==> config.mk <==
export PLATFORM = sky130hd
export DESIGN_NAME = hazard_stall_ctrl
export DESIGN_NICKNAME = d
export VERILOG_FILES = /design/src/rtl/hazard_stall_ctrl.sv
export SDC_FILE = /design/constraint.sdc
export NUM_CORES = 1
export LEC_CHECK = 0
export ABC_AREA = 1
export CAP_MARGIN = 20
export CELL_PAD_IN_SITES_DETAIL_PLACEMENT = 0
export CELL_PAD_IN_SITES_GLOBAL_PLACEMENT = 1
export CORE_MARGIN = 1.5
export CORE_UTILIZATION = 25
export CTS_BUF_LIST = sky130_fd_sc_hd__clkbuf_2 sky130_fd_sc_hd__clkbuf_4 sky130_fd_sc_hd__clkbuf_8
export CTS_CLUSTER_SIZE = 28
export DETAILED_ROUTE_END_ITERATION = 8
export PLACE_DENSITY = 0.79
export SYNTH_ARGS = -nofsm -noshare
export SYNTH_HDL_FRONTEND = slang
export SYNTH_SLANG_ARGS = --single-unit
==> constraint.sdc <==
create_clock -name clk_i -period 1.7 [get_ports clk_i]
set_input_delay 0.34 -clock clk_i [delete_from_list [all_inputs] [get_ports clk_i]]
set_output_delay 0.34 -clock clk_i [all_outputs]
set_load 0.03 [all_outputs]
==> src/rtl/hazard_stall_ctrl.sv <==
// hazard_stall_ctrl
// Central hazard and stall controller for the 5-stage pipeline.
// It produces:
//   - EX-stage forwarding selects;
//   - load-use stall and control-hazard flush signals;
//   - memory-wait hold signals for every pipeline register.
// A small FSM tracks an outstanding data-memory access and latches a sticky
// timeout error.
// Optional feature macro: HAZARD_PERF_EN adds stall/flush cycle counters on
// ports stall_cnt_o and flush_cnt_o.
module hazard_stall_ctrl #(
    parameter int DMEM_TIMEOUT = 15
) (
    input  logic        clk_i,
    input  logic        rst_i,
    input  logic [4:0]  rs1D_i,
    input  logic [4:0]  rs2D_i,
    input  logic [4:0]  rs1E_i,
    input  logic [4:0]  rs2E_i,
    input  logic [4:0]  rdE_i,
    input  logic [4:0]  rdM_i,
    input  logic [4:0]  rdW_i,
    input  logic [1:0]  resultsrcE_i,
    input  logic        regwriteM_i,
    input  logic        regwriteW_i,
    input  logic        pcsrcE_i,
    input  logic        memreqM_i,
    input  logic        dmem_ready_i,
    output logic [1:0]  forwardAE_o,
    output logic [1:0]  forwardBE_o,
    output logic        stallF_o,
    output logic        stallD_o,
    output logic        stallE_o,
    output logic        stallM_o,
    output logic        flushD_o,
    output logic        flushE_o,
    output logic        flushW_o,
    output logic        dmem_err_o
`ifdef HAZARD_PERF_EN
    ,
    output logic [31:0] stall_cnt_o,
    output logic [31:0] flush_cnt_o
`endif
);

    localparam int CNT_W = $clog2(DMEM_TIMEOUT + 1);
    localparam logic [CNT_W-1:0] CNT_LAST = CNT_W'(DMEM_TIMEOUT - 1);
    localparam logic [CNT_W-1:0] CNT_SAT  = CNT_W'(DMEM_TIMEOUT);

    typedef enum logic [1:0] {
        S_IDLE = 2'd0,
        S_WAIT = 2'd1,
        S_ERR  = 2'd2
    } state_t;

    state_t           r_state;
    logic [CNT_W-1:0] r_cnt;
    logic             r_dmemErr;

    logic             w_memStall;
    logic             w_holdAll;
    logic             w_lwStall;
    logic [CNT_W-1:0] w_cntInc;

    // Forwarding select for operand A: the younger MEM result beats WB.
    always_comb begin
        forwardAE_o = 2'b00;
        if (regwriteM_i && (rdM_i != 5'd0) && (rdM_i == rs1E_i)) begin
            forwardAE_o = 2'b10;
        end else if (regwriteW_i && (rdW_i != 5'd0) && (rdW_i == rs1E_i)) begin
            forwardAE_o = 2'b01;
        end
    end

    // Forwarding select for operand B, same priority as operand A.
    always_comb begin
        forwardBE_o = 2'b00;
        if (regwriteM_i && (rdM_i != 5'd0) && (rdM_i == rs2E_i)) begin
            forwardBE_o = 2'b10;
        end else if (regwriteW_i && (rdW_i != 5'd0) && (rdW_i == rs2E_i)) begin
            forwardBE_o = 2'b01;
        end
    end

    // Hazard detection.
    // A memory wait only counts while the FSM can still accept the access.
    // Once in ERR, the pipeline stays frozen regardless of the inputs.
    always_comb begin
        w_memStall = 1'b0;
        if (r_state != S_ERR) begin
            w_memStall = memreqM_i && !dmem_ready_i;
        end
        w_holdAll = w_memStall || (r_state == S_ERR);
        w_lwStall = (resultsrcE_i == 2'b01) && (rdE_i != 5'd0) &&
                    ((rdE_i == rs1D_i) || (rdE_i == rs2D_i));
        w_cntInc  = (r_cnt == CNT_SAT) ? r_cnt : r_cnt + 1'b1;
    end

    // Stall and flush drivers.
    // A memory hold freezes every stage and bubbles WB.
    // It suppresses the load-use and branch flushes so that held instructions
    // are not killed; those hazards are re-evaluated once the hold releases.
    always_comb begin
        stallF_o = w_holdAll || w_lwStall;
        stallD_o = w_holdAll || w_lwStall;
        stallE_o = w_holdAll;
        stallM_o = w_holdAll;
        flushW_o = w_holdAll;
        flushD_o = !w_holdAll && pcsrcE_i;
        flushE_o = !w_holdAll && (w_lwStall || pcsrcE_i);
    end

    // Memory access FSM.
    // The wait counter runs while the access stays unready.
    // The state moves to the absorbing ERR state on the DMEM_TIMEOUT-th
    // edge after the first stalled cycle.
    always_ff @(posedge clk_i or negedge rst_i) begin
        if (!rst_i) begin
            r_state   <= S_IDLE;
            r_cnt     <= '0;
            r_dmemErr <= 1'b0;
        end else begin
            case (r_state)
                S_IDLE: begin
                    r_cnt <= '0;
                    if (w_memStall) begin
                        if (DMEM_TIMEOUT <= 1) begin
                            r_state   <= S_ERR;
                            r_dmemErr <= 1'b1;
                        end else begin
                            r_state <= S_WAIT;
                        end
                    end
                end
                S_WAIT: begin
                    if (!memreqM_i || dmem_ready_i) begin
                        r_state <= S_IDLE;
                        r_cnt   <= '0;
                    end else begin
                        r_cnt <= w_cntInc;
                        if (w_cntInc >= CNT_LAST) begin
                            r_state   <= S_ERR;
                            r_dmemErr <= 1'b1;
                        end
                    end
                end
                S_ERR: begin
                    r_state   <= S_ERR;
                    r_dmemErr <= 1'b1;
                end
                default: begin
                    r_state <= S_IDLE;
                    r_cnt   <= '0;
                end
            endcase
        end
    end

    assign dmem_err_o = r_dmemErr;

`ifdef HAZARD_PERF_EN
    logic [31:0] r_stallCnt;
    logic [31:0] r_flushCnt;

    // Performance counters.
    // They count cycles with a front-end stall and cycles with an ID/EX flush,
    // and wrap freely at 2^32.
    always_ff @(posedge clk_i or negedge rst_i) begin
        if (!rst_i) begin
            r_stallCnt <= '0;
            r_flushCnt <= '0;
        end else begin
            if (stallF_o) begin
                r_stallCnt <= r_stallCnt + 32'd1;
            end
            if (flushE_o) begin
                r_flushCnt <= r_flushCnt + 32'd1;
            end
        end
    end

    assign stall_cnt_o = r_stallCnt;
    assign flush_cnt_o = r_flushCnt;
`endif

endmodule

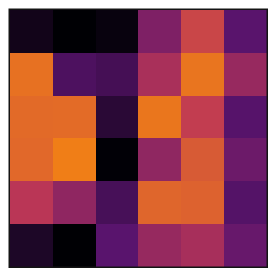
Fig. 1. Local utilization.
Scale: 4 px per um. 6 x 6 tiles, from black (low) to pale yellow (high), 0 to 100% covered.
fullest tile: 71%
nearly empty tiles: 8.3%
densest ninth of the die: middle left

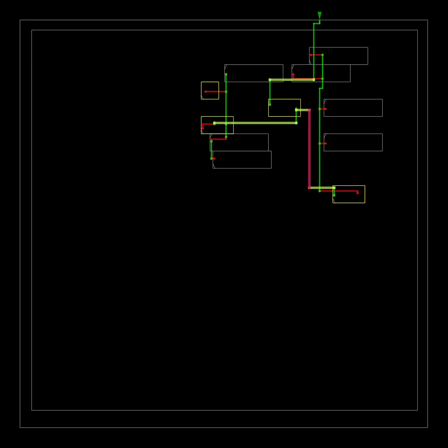
Fig. 2. The clock network.
clk sinks: 7
Clk. pwr: 0.000248 W
clock latency on the worst-skew pair: 0.23 ns
Inserted Clock Buffers: 3
Flops: 7

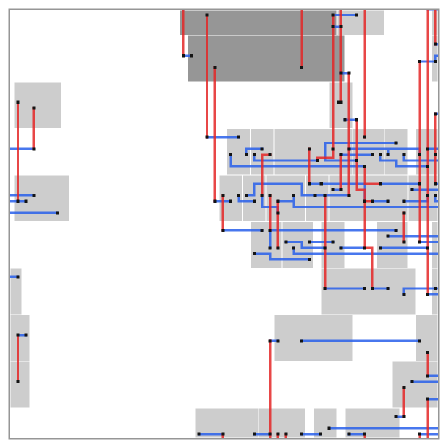
Fig. 3. A small window of the routed layout.
Window x 20 to 45, y 20 to 45 um. Cells in gray, sequential cells in the stronger gray; small squares are vias.
legend:
  red:
    layer: met2
  blue:
    layer: met1
netlist names of flops here include: r_state (2)
cells with their middle in the window: 31
sequential cells in the window: 2
most frequent: nand2_1 (7), inv_1 (3), nand3_1 (3)

[metrics by stage]
stage               setup WS, ns  utilization [%]  setup TNS (ns)  total power (W)  std cells
finish                    0.0781             43.6               0         0.000618        249
global route            -0.00761             43.6        -0.00761         0.000655        249
CTS                      0.00573             44.2               0         0.000627        249
detailed placement        -0.301             42.7           -1.70         0.000396        245
global placement          -0.303             42.7           -1.88         0.000397        245
floorplan                 0.0222                -               0         0.000252        139
[state kept, by name, summed over array words and instances (netlist names)]
register    count
dmem_err_o      1
r_state         2
r_cnt           4
[layer usage]
layer | part of all wire [%] | wire length [um]
met2 | 50 | 1190
met3 | 5.8 | 138
met4 | 0.51 | 12
met5 | 0 | 0
met1 | 43 | 1020
==> job_summary.md <==
### Metrics collected by this job

| Metric | Value |
|---|---|
| Status | `finished, final reports clean` |
| Comb. cell area | `732 sq um` |
| CP Cell Sequence | `ha_2 > nor2_4 > nand3_2 > nand2_1 > buf_6` |
| Clock tree cell share of total cell area | `3.08%` |
| Final hold slack | `0.362 ns` |
| Met1 track demand over resource | `14.1%` |
| Final slew viol count | `0` |
| Top Layout Cells | `23 x nand2_1, 16 x inv_1, 15 x nor2_1, 15 x xnor2_1, 15 x clkbuf_2` |
| Chip area line of the yosys report | `935 sq um` |
| Top class by area | `logic gates` |
| IO Pins | `56` |
| Top pwr grp | `the clock network` |
| Mean Syn Cell Area | `6.72 sq um` |
| Pin count of the biggest net entering global routing | `8` |
| EDFF count, synth | `0` |
| Gate Count Post-Synth | `139` |
| Crit. path cell count | `5` |
| Signal buf overhead | `31.8%` |
| Worst Path Arrival | `1.28 ns` |
| Post-route cell area | `1580 sq um` |
| Init Core Util | `25.7%` |
| Mapped Area | `935 sq um` |
| Post-synthesis net count | `187` |
| Fillers | `399` |
| Area delta synth->final | `69.5%` |
| Final clock period utilization by the worst path | `95.4%` |
| Post-synth top area cell | `dfrtp_1` |
| Nets | `250` |
| IO buf count | `55` |
| Comb gates | `112` |
| Reg2reg path depth | `9` |
| Seq/Total Area, Yosys | `18.7%` |
| GRT overflow | `0` |
| Top-count cell post-synth | `nand2_1` |
| Non-clk invs | `17` |
| RR Endpoint | `r_state[1]$_DFFE_PN0P_` |
| Class of the tightest hold or removal check | `primary input to async pin` |
| Comb. pwr | `0.000202 W` |
| Fmax | `617 MHz` |
| Critical Path End | `flushE_o` |
| Biggest area cells | `dfrtp_1 19%, xnor2_1 15%, xor2_1 12%` |
| Total sequential power | `0.000167 W` |
| Synth Area in XOR/XNOR | `27.2%` |
| PostCTS Resize Cnt | `57` |
| Most instantiated logic cell after routing | `nand2_1` |
| Relative max-transition margin | `79.7%` |
| Setup Viol. Count Final | `0` |
| Clock transition at the registers of the reported paths | `0.04 ns` |
| RD Place Congestion | `0.704` |
| Worst setup path class | `register to output port` |
| WL final | `2.37 mm` |
| DR vias | `1039` |
| Initial antenna violation count | `0` |
| Final min period | `1.62 ns` |
| Worst-path maximum fanout | `5` |
| Post-DR wirelength/cell | `9.51 um` |
| Buf/Inv on CP | `1` |
| Share of layout cells above drive strength 1 | `28.9%` |
| Vias in the first global route | `1045` |
| Vias/cell | `4.17` |
| WP data required | `1.36 ns` |
| Yosys Instances | `139` |
| Yosys warns | `0` |
| Post-synth top cells | `26 x nand2_1, 18 x nor2_1, 17 x inv_1` |
| Internal power | `0.000459 W` |
| Distinct cells, synth | `21` |
| Met2 Resource Use GR | `22.7%` |
| Residual DRC | `0` |
| Reg-to-Reg Start | `r_cnt[0]$_DFFE_PN0N_` |
| Hold Vio Cnt, Final | `0` |
| Switch share | `25.8%` |
| Setup crit start kind | `register` |
| Die ar. | `4110 sq um` |
| AND-OR/OR-AND share of the synthesized area | `6.69%` |
| R2r setup slk | `0.23 ns` |
| Deepest clock path buffer count | `2` |
| P_leak | `0.841 nW` |
| Clock share of power | `40.1%` |
| Logic gate share of total power | `32.7%` |
No activity file was given, so power comes from the tool's default toggle rates.
